[src/rtl/load_store_unit.sv]
// Load/store unit: one memory operation at a time over a req/gnt + rvalid data port,
// with lane steering for stores, sign/zero extension for loads and alignment fault detection.
module load_store_unit #(
    parameter int XLEN = 32
) (
    input  logic            i_clk,
    input  logic            i_rst_n,
    input  logic            i_ex_valid,
    output logic            o_ex_ready,
    input  logic [XLEN-1:0] i_ex_addr,
    input  logic [XLEN-1:0] i_ex_wdata,
    input  logic [2:0]      i_ex_funct3,
    input  logic            i_ex_rd,
    input  logic            i_ex_wr,
    output logic            o_dmem_req,
    output logic            o_dmem_we,
    output logic [XLEN-1:0] o_dmem_addr,
    output logic [XLEN-1:0] o_dmem_wdata,
    output logic [3:0]      o_dmem_wstrb,
    input  logic            i_dmem_gnt,
    input  logic            i_dmem_rvalid,
    input  logic [XLEN-1:0] i_dmem_rdata,
    output logic            o_wb_valid,
    input  logic            i_wb_ready,
    output logic [XLEN-1:0] o_wb_data,
    output logic            o_fault
);

    typedef enum logic [1:0] {
        IDLE = 2'd0,
        REQ  = 2'd1,
        WAIT = 2'd2,
        DONE = 2'd3
    } state_t;

    state_t          state_q, state_d;
    logic [XLEN-1:0] addr_q, wdata_q;
    logic [2:0]      funct3_q;
    logic            rd_q, wr_q;
    logic [XLEN-1:0] wb_data_q, wb_data_d;
    logic            fault_q, fault_d;
    logic            capture;
    logic            in_req;

    function automatic logic access_fault(input logic [2:0] f3, input logic [1:0] off,
                                          input logic rd, input logic wr);
        logic bad_op;
        logic misaligned;
        bad_op = 1'b0;
        if (rd && wr)
            bad_op = 1'b1;
        else if (rd)
            bad_op = (f3 == 3'b011) || (f3[2:1] == 2'b11);
        else if (wr)
            bad_op = f3[2] || (f3[1:0] == 2'b11);
        case (f3[1:0])
            2'b01:   misaligned = off[0];
            2'b10:   misaligned = (off != 2'b00);
            default: misaligned = 1'b0;
        endcase
        return bad_op || ((rd || wr) && misaligned);
    endfunction

    // funct3[2] selects zero extension (LBU/LHU); LW passes the word through.
    function automatic logic [XLEN-1:0] load_extract(input logic [XLEN-1:0] rdata,
                                                     input logic [1:0] off,
                                                     input logic [2:0] f3);
        logic [7:0]      lane_b;
        logic [15:0]     lane_h;
        logic [XLEN-1:0] result;
        lane_b = rdata[{off, 3'b000} +: 8];
        lane_h = rdata[{off[1], 4'b0000} +: 16];
        case (f3)
            3'b000:  result = {{(XLEN-8){lane_b[7]}}, lane_b};
            3'b001:  result = {{(XLEN-16){lane_h[15]}}, lane_h};
            3'b100:  result = {{(XLEN-8){1'b0}}, lane_b};
            3'b101:  result = {{(XLEN-16){1'b0}}, lane_h};
            default: result = rdata;
        endcase
        return result;
    endfunction

    function automatic logic [XLEN-1:0] store_replicate(input logic [XLEN-1:0] wdata,
                                                        input logic [2:0] f3);
        logic [XLEN-1:0] result;
        case (f3[1:0])
            2'b00:   result = {(XLEN/8){wdata[7:0]}};
            2'b01:   result = {(XLEN/16){wdata[15:0]}};
            default: result = wdata;
        endcase
        return result;
    endfunction

    function automatic logic [3:0] store_strobe(input logic [2:0] f3, input logic [1:0] off,
                                                input logic wr);
        logic [3:0] result;
        if (!wr)
            result = 4'b0000;
        else begin
            case (f3[1:0])
                2'b00:   result = 4'b0001 << off;
                2'b01:   result = 4'b0011 << off;
                default: result = 4'b1111;
            endcase
        end
        return result;
    endfunction

    always_ff @(posedge i_clk or negedge i_rst_n) begin
        if (!i_rst_n) begin
            state_q   <= IDLE;
            addr_q    <= '0;
            wdata_q   <= '0;
            funct3_q  <= '0;
            rd_q      <= 1'b0;
            wr_q      <= 1'b0;
            wb_data_q <= '0;
            fault_q   <= 1'b0;
        end else begin
            state_q   <= state_d;
            wb_data_q <= wb_data_d;
            fault_q   <= fault_d;
            if (capture) begin
                addr_q   <= i_ex_addr;
                wdata_q  <= i_ex_wdata;
                funct3_q <= i_ex_funct3;
                rd_q     <= i_ex_rd;
                wr_q     <= i_ex_wr;
            end
        end
    end

    // Pass-through and faulting operations skip the memory port and complete from IDLE.
    always_comb begin
        state_d   = state_q;
        wb_data_d = wb_data_q;
        fault_d   = fault_q;
        capture   = 1'b0;
        case (state_q)
            IDLE: begin
                if (i_ex_valid) begin
                    capture = 1'b1;
                    if (!i_ex_rd && !i_ex_wr) begin
                        state_d   = DONE;
                        wb_data_d = i_ex_addr;
                        fault_d   = 1'b0;
                    end else if (access_fault(i_ex_funct3, i_ex_addr[1:0], i_ex_rd, i_ex_wr)) begin
                        state_d   = DONE;
                        wb_data_d = '0;
                        fault_d   = 1'b1;
                    end else begin
                        state_d = REQ;
                    end
                end
            end
            REQ: begin
                if (i_dmem_gnt)
                    state_d = WAIT;
            end
            WAIT: begin
                if (i_dmem_rvalid) begin
                    state_d   = DONE;
                    wb_data_d = wr_q ? '0 : load_extract(i_dmem_rdata, addr_q[1:0], funct3_q);
                    fault_d   = 1'b0;
                end
            end
            DONE: begin
                if (i_wb_ready)
                    state_d = IDLE;
            end
            default: state_d = IDLE;
        endcase
    end

    assign in_req       = (state_q == REQ);
    assign o_ex_ready   = (state_q == IDLE);
    assign o_dmem_req   = in_req;
    assign o_dmem_we    = in_req && wr_q;
    assign o_dmem_addr  = in_req ? {addr_q[XLEN-1:2], 2'b00} : '0;
    assign o_dmem_wdata = in_req ? store_replicate(wdata_q, funct3_q) : '0;
    assign o_dmem_wstrb = in_req ? store_strobe(funct3_q, addr_q[1:0], wr_q) : 4'b0000;
    assign o_wb_valid   = (state_q == DONE);
    assign o_wb_data    = wb_data_q;
    assign o_fault      = fault_q;

endmodule

[config.mk]
export PLATFORM = sky130hd
export DESIGN_NAME = load_store_unit
export DESIGN_NICKNAME = d
export VERILOG_FILES = /design/src/rtl/load_store_unit.sv
export SDC_FILE = /design/constraint.sdc
export NUM_CORES = 1
export LEC_CHECK = 0
export CAP_MARGIN = 20
export CORE_AREA = 10 10 170 133
export DETAILED_ROUTE_END_ITERATION = 12
export DIE_AREA = 0 0 180 143
export PLACE_DENSITY = 0.62
export SYNTH_ARGS = -nofsm -noshare
export SYNTH_HDL_FRONTEND = slang
export SYNTH_SLANG_ARGS = --single-unit
[constraint.sdc]
create_clock -name i_clk -period 2.1 [get_ports i_clk]
set_input_delay 0.42 -clock i_clk [delete_from_list [all_inputs] [get_ports i_clk]]
set_output_delay 0.42 -clock i_clk [all_outputs]
set_load 0.02 [all_outputs]
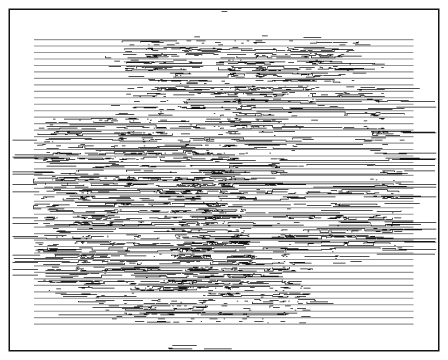
(metal 1)
Supply wires on this layer in grey.
The layer holds 48% of the routed length. The layer carries 10700 µm of wire. The longest straight run is 66.2 µm. The wires run mostly horizontal.
routed wire length: 22.2 mm
met1 global-route usage: 22.3%
routed vias: 5066

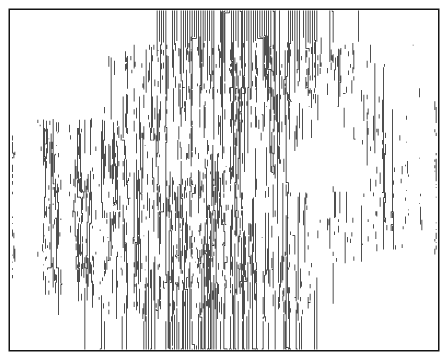
(the metal 2 layer)
763 nets have wire on it. The longest straight run is 70.2 µm.
GRT met2 Usage: 24.4%

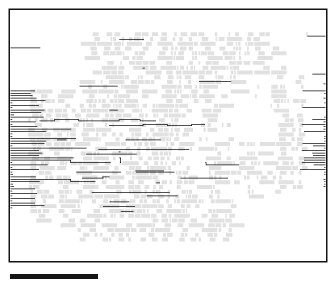
(signal wires on met3)
Bar = 50 µm. Cells faint in the background.
The longest straight run is 51.5 µm. 105 nets have wire on it. The layer holds 6.4% of the routed length. The wires run mostly horizontal. The layer carries 1420 µm of wire.
met3 GRT Util: 5.03%

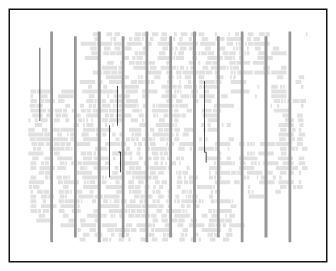
(metal 4)
Supply wires on this layer in grey. Cells faint in the background.
The wires run mostly vertical. 3 nets have wire on it. The layer carries 153 µm of wire. The longest straight run is 41.5 µm. The layer holds 0.69% of the routed length.

==> results.yml <==
# generated from flow reports
run_status:
  status: "complete, no violations"
final_timing:
  max_freq_mhz: 482
  slew_headroom_pct: 61.5
  clock_skew_ns: 0.00628
  fin_setup_tns_ns: 0
  holdWs_ns: 0.0263
  setup_viol: 0
  final-max-slew-violation-count: 0
  fin_crit_sh_pct: 98.9
worst_setup_path:
  end_kind: "output port"
  setup.worst_path.class: "flip-flop to output port"
  cp_max_fo: 6
  critical_path.max_stage_delay_ns: 0.43
  crit_path_start_kind: "flip-flop"
  path_cells: "buf_12, mux2i_2, nor2_1, a21oi_1, nor2_1, clkdlybuf4s15_2"
  rrSetupSlack_ns: 0.05
  path_buffers: 2
  setup.worst_path.start: "funct3_q[0]$_DFFE_PN0P_"
  crit_cells: 6
  crit_slowest_cell: "dfrtp_2"
final_layout:
  comb.multi_input.count: 402
  fin_util_pct: 47.7
  num_antenna_cells: 1
  largest_cell_class: "combinational gates"
  ff_count: 103
  fill_cells: 1825
  nonClkBufAreaFrac_pct: 30.0
  lay_top_count: "clkdlybuf4s50_1"
  fin_nets: 919
  fin_cells: 1063
  drive_above_1_share_pct: 33.0
yosys:
  yosysWarnings: 0
  yosysCellCount: 560
  top_cell_area_share_pct: 45.4
  synth_area_mm2: 0.00568
  seq_area_frac_synth_pct: 45.4
  synth_cells: 560
  synth_area_per_cell_um2: 10.1
  muxShareOfSynthArea_pct: 18.8
  synth-area-yosys_mm2: 0.00568
  yosysTopAreaCell: "dfrtp_1"
  ys_ff: 103
  synth-edff-count: 0
placement:
  portBuffers: 209
  placedInstanceArea_mm2: 0.00841
  place_ws_ns: -0.330
flow_run:
  warnings: 34
die:
  die_h_um: 143
  fp_util_pct: 29.7
  io_pins: 212
drt:
  topRoutingLayerUsed: "met4"
  avgViaCountPerCell: 4.77
  wl_met3_mm: 1.42
  wl_per_cell_um: 20.9
cts:
  cts_hold_buf: 0
  clock_latency_ns: 0.35
  cts_tree: "yes"
  cts_max_level: 3
  cts-root-buf: "clkbuf_16"
global_route:
  top_usage_layer: "met2"
  grt_pass1_wl_mm: 32.5
cells in the mapped netlist, drive strengths merged (3+ instances only):
cell and n:
dfrtp 103, mux2 66, nand2 64, o21ai 47, and2 39, a21oi 30, mux2i 30, nor2 29
a221oi 24, clkbuf 23, buf 21, inv 12, a31oi 8, ha 8, nand3 8, a211oi 7
nand3b 7, nor2b 6, o22ai 6, nor3 5, nand2b 3
flip-flops by register name (all words and copies together) (netlist names):
signal	count
addr_q	32
funct3_q	3
o_fault	1
o_wb_data	32
state_q	2
wdata_q	32
wr_q	1
report_power, final:
group          internal (mW)  total, mW  switching (mW)
logic                   3.74       7.70            3.97
registers               2.88       3.49           0.604
clock network           1.29       2.08           0.797
repair_timing:
action	in CTS	in global routing
pin swaps	0	4
endpoints found under the setup margin	85	71
buffers inserted	0	6
resized	221	77
gates cloned	1	5
